`config.mk`:
```
export PLATFORM = sky130hd
export DESIGN_NAME = spi_reg_streamer
export DESIGN_NICKNAME = d
export VERILOG_FILES = /design/src/rtl/spi_reg_streamer.sv
export SDC_FILE = /design/constraint.sdc
export NUM_CORES = 1
export LEC_CHECK = 0
export CAP_MARGIN = 20
export CORE_MARGIN = 2
export CORE_UTILIZATION = 50
export DETAILED_ROUTE_END_ITERATION = 10
export GPL_TIMING_DRIVEN = 0
export HOLD_SLACK_MARGIN = 0.05
export PLACE_DENSITY = 0.85
export SYNTH_ARGS = -nofsm -noshare
export SYNTH_HDL_FRONTEND = slang
export SYNTH_SLANG_ARGS = --single-unit
```
`constraint.sdc`:
```
create_clock -name clk -period 2.5 [get_ports clk]
set_clock_uncertainty 0.2 [all_clocks]
set_input_delay 0.375 -clock clk [delete_from_list [all_inputs] [get_ports clk]]
set_output_delay 0.375 -clock clk [all_outputs]
set_load 0.02 [all_outputs]
```
`src/rtl/spi_reg_streamer.sv`:
```
// spi_reg_streamer: walks a register-index range, reads each word from the
// register file read port and streams {3'b000, index, data} MSB first as an
// SPI mode-0 master frame. Chip select stays low across all words of a frame.
module spi_reg_streamer #(
  parameter int W_DATA  = 32,
  parameter int CLK_DIV = 4    // SPI half-period in clk cycles, must be >= 1
) (
  input  logic              clk,
  input  logic              rst_n,
  input  logic              start,
  input  logic [4:0]        first_reg,
  input  logic [4:0]        last_reg,
  output logic [4:0]        ra,
  input  logic [W_DATA-1:0] rd,
  output logic              busy,
  output logic              dv_spi,
  output logic              done,
  output logic              spi_cs_n,
  output logic              spi_sclk,
  output logic              spi_mosi
);

  localparam int SW = W_DATA + 8;
  localparam int BW = $clog2(SW + 1);
  localparam int DW = (CLK_DIV > 1) ? $clog2(CLK_DIV) : 1;
  localparam logic [DW-1:0] DIV_LAST = DW'(CLK_DIV - 1);
  localparam logic [BW-1:0] BIT_LAST = BW'(SW - 1);

  typedef enum logic [1:0] {
    IDLE,
    LOAD,
    SHIFT,
    TAIL
  } state_t;

  state_t          state;
  logic [4:0]      idx;
  logic [4:0]      last_q;
  logic [SW-1:0]   shreg;
  logic [DW-1:0]   div;
  logic [BW-1:0]   bitcnt;
  logic [SW-1:0]   load_word;

  // Header byte followed by the word currently presented on the read port
  always_comb begin
    load_word = {3'b000, idx, rd};
  end

  // Frame sequencer: address walk, SPI bit timing and all registered outputs
  always_ff @(posedge clk or negedge rst_n) begin
    if (!rst_n) begin
      state    <= IDLE;
      idx      <= '0;
      last_q   <= '0;
      shreg    <= '0;
      div      <= '0;
      bitcnt   <= '0;
      ra       <= '0;
      busy     <= 1'b0;
      dv_spi   <= 1'b0;
      done     <= 1'b0;
      spi_cs_n <= 1'b1;
      spi_sclk <= 1'b0;
      spi_mosi <= 1'b0;
    end else begin
      dv_spi <= 1'b0;
      done   <= 1'b0;
      case (state)
        IDLE: begin
          if (start) begin
            idx    <= first_reg;
            last_q <= last_reg;
            ra     <= first_reg;
            busy   <= 1'b1;
            state  <= LOAD;
          end
        end
        LOAD: begin
          shreg    <= load_word;
          spi_cs_n <= 1'b0;
          spi_mosi <= load_word[SW-1];
          div      <= '0;
          bitcnt   <= '0;
          state    <= SHIFT;
        end
        SHIFT: begin
          if (div == DIV_LAST) begin
            div <= '0;
            if (!spi_sclk) begin
              spi_sclk <= 1'b1;
            end else begin
              // Falling edge: present the next bit for the slave's next rise
              spi_sclk <= 1'b0;
              shreg    <= {shreg[SW-2:0], 1'b0};
              spi_mosi <= shreg[SW-2];
              bitcnt   <= bitcnt + 1'b1;
              if (bitcnt == BIT_LAST) begin
                dv_spi <= 1'b1;
                if (idx != last_q) begin
                  idx   <= idx + 5'd1;
                  ra    <= idx + 5'd1;
                  state <= LOAD;
                end else begin
                  state <= TAIL;
                end
              end
            end
          end else begin
            div <= div + 1'b1;
          end
        end
        TAIL: begin
          // div was cleared on the last falling edge; hold CS low one half-period
          if (div == DIV_LAST) begin
            spi_cs_n <= 1'b1;
            done     <= 1'b1;
            busy     <= 1'b0;
            state    <= IDLE;
          end else begin
            div <= div + 1'b1;
          end
        end
        default: state <= IDLE;
      endcase
    end
  end

endmodule
```
**Cell outlines without signal wires**

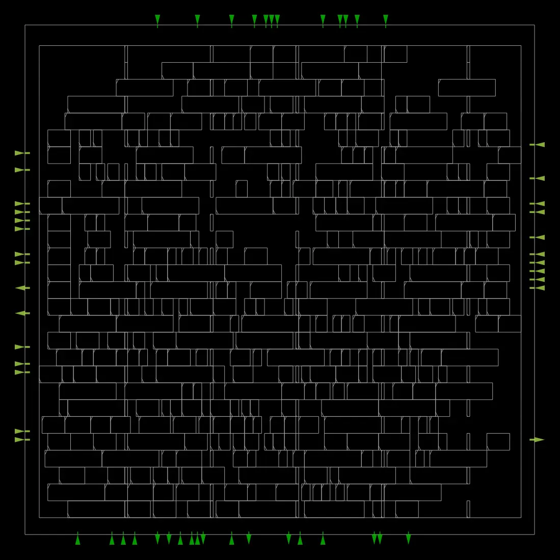
Seq Cell Count: 65
n_taps: 75
core area: 5920 um^2
Layout Cells excl Fill: 446
Seq/total area: 41.7%

**PDN straps and rails**

The bar under the picture is 20 um long. Pins as bars on the die edge. Tap cells in grey.
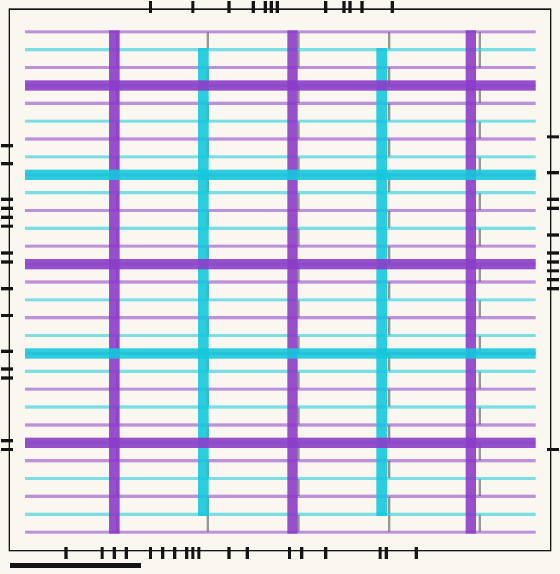
[purple] VSS
[cyan] VDD
signal pins: 56
tap cells: 75
met5 straps: 5
met1 rails: 29
maximum vdd drop: 284 uV
die height: 82.2 um
DIE WIDTH: 82.2 um

==> metrics.yaml <==
critical_path.endpoint_type: "flop"
fin_crit_ps: 2230
tightest_slew_ps: 810
max_freq_mhz: 448
nFillCells: 501
rsz0062_at_grt: "no"
wirelength_mm: 6.56
powerDensity_nw_per_um2: 530
avgSynthCellArea_um2: 10.2
mostFrequentLayoutCells: "dfrtp_1, nand2_1, clkdlybuf4s50_1"
critPathTopFamily: "simple AND/OR/NAND/NOR gates"
vias: 2455
firstDrtPassIters: 4
cp.required_ps: 2520
outcome: "finished, final reports clean"
drtAntennaViolNets: 0
maxCapViolCount: 0
hp-class: "reg -> reg"
power_uw: 2070
yosysChipArea_um2: 3060
dp_hpwl_mm: 4.61
finalSetupViolations: 0
cts_buffers: 9
post_cts_resized: 0
nets: 414
fin_crit_sh_pct: 89.3
grtUsageTotal_pct: 21.2
enable_flop_cells: 0
grt_pass1_vias: 2423
n_antenna_cell: 0
syn2layout_area_growth_pct: 27.6
drc: 0
**Port wiring**

The bar under the picture is 20 um long.
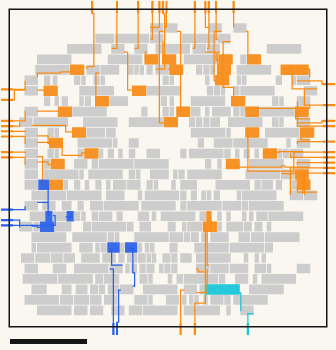
[blue] first_reg | bits: 5 | direction: input | end cells: 6 | buffers: 5 | wire: 82.4 um
[orange] rd | bits: 32 | direction: input | end cells: 32 | buffers: 32 | wire: 636 um
[cyan] done | bits: 1 | direction: output | end cells: 1 | buffers: 1 | wire: 9.50 um
top-level I/O count: 56
count of input and output buffers: 55

==> worst paths after layout <==
check                         start         to  slack, ps  cells past startpoint
max                          div[0]  last_q[2]        270                      6
min                        spi_cs_n   spi_cs_n        260                      2
max reg2reg                  div[0]  last_q[2]        270                      6
min reg2reg                spi_cs_n   spi_cs_n        260                      2
max in group asynchronous     rst_n   shreg[6]       1090                      2
min in group asynchronous     rst_n  last_q[3]        480                      2
==> stage by stage <==
step	hold slack [ps]	setup slack, ps	utilization [%]	cell area, um^2	setup TNS [ps]
finish	258	269	65.9	3900	0
CTS	261	312	65.9	3900	0
global placement	248	-1230	62.5	3700	-78810
floorplan	-121	574	-	3060	0
detailed placement	250	320	62.5	3700	0
global route	299	124	65.9	3900	0
==> layout make-up <==
cell class	count	area, um^2	share of cell area [%]
inverter	4	15.0	0.385
tap	75	93.8	2.40
sequential	65	1630	41.7
timing repair buffer	56	558	14.3
clock buffer	14	183	4.68
clock inverter	2	10.0	0.256
multi-input combinational	215	1330	34.1
buffer	15	83.8	2.15
==> report_power, final <==
part / switching (uW) / leakage [uW] / internal (uW) / total, uW
combinational: 47.6 / 0.00113 / 79.5 / 127
sequential: 14.5 / 0.000810 / 1080 / 1090
clock: 383 / 0.000102 / 466 / 849
total: 445 / 0.00204 / 1620 / 2070
==> synthesized netlist by cell type, drive strengths merged, types with 4 or more instances <==
master | instances | area [um^2]
a21oi | 5 | 25.0
and3 | 6 | 37.5
buf | 11 | 65.1
clkbuf | 4 | 18.8
dfrtp | 64 | 1600
inv | 4 | 15.0
mux2 | 5 | 56.3
mux2i | 40 | 400
nand2 | 63 | 236
nand3 | 11 | 55.1
nor2 | 11 | 48.8
o21ai | 42 | 210
xor2 | 7 | 61.3
==> flip-flops by register name, summed over array words and instances (netlist names) <==
signal,count
busy,1
dv_spi,1
spi_mosi,1
spi_sclk,1
state,2
idx,5
last_q,5
shreg,39
div,2
spi_cs_n,1
bitcnt,6
done,1
==> per-layer routing <==
metal  global-route usage (%)  up-vias  share of wire, %
li1                         -     1167                 -
met2                     35.5       60                51
met3                     3.91       12               3.5
met5                        0        -                 0
met1                     25.9     1216                43
met4                     11.3        0               2.2
==> cell families after synthesis <==
logic type | after synthesis | share of synthesized area [%]
AND/OR/NAND/NOR | 100 | 14.2
buffers and inverters | 19 | 3.23
flip-flops | 65 | 53.2
multiplexers | 45 | 14.9
adder cells (fa/ha/maj) | 3 | 1.23
XOR/XNOR | 10 | 2.86
AND-OR/OR-AND | 57 | 10.3
==> worst register-to-register path, cell delays in order (launching register included) <==
cell and delay [ps]:
dfrtp_1 420, ha_1 190, buf_2 210, and3_1 200
o21ai_0 120, nor2_1 380, mux2_2 400
Power is estimated from default activity; no workload was simulated.
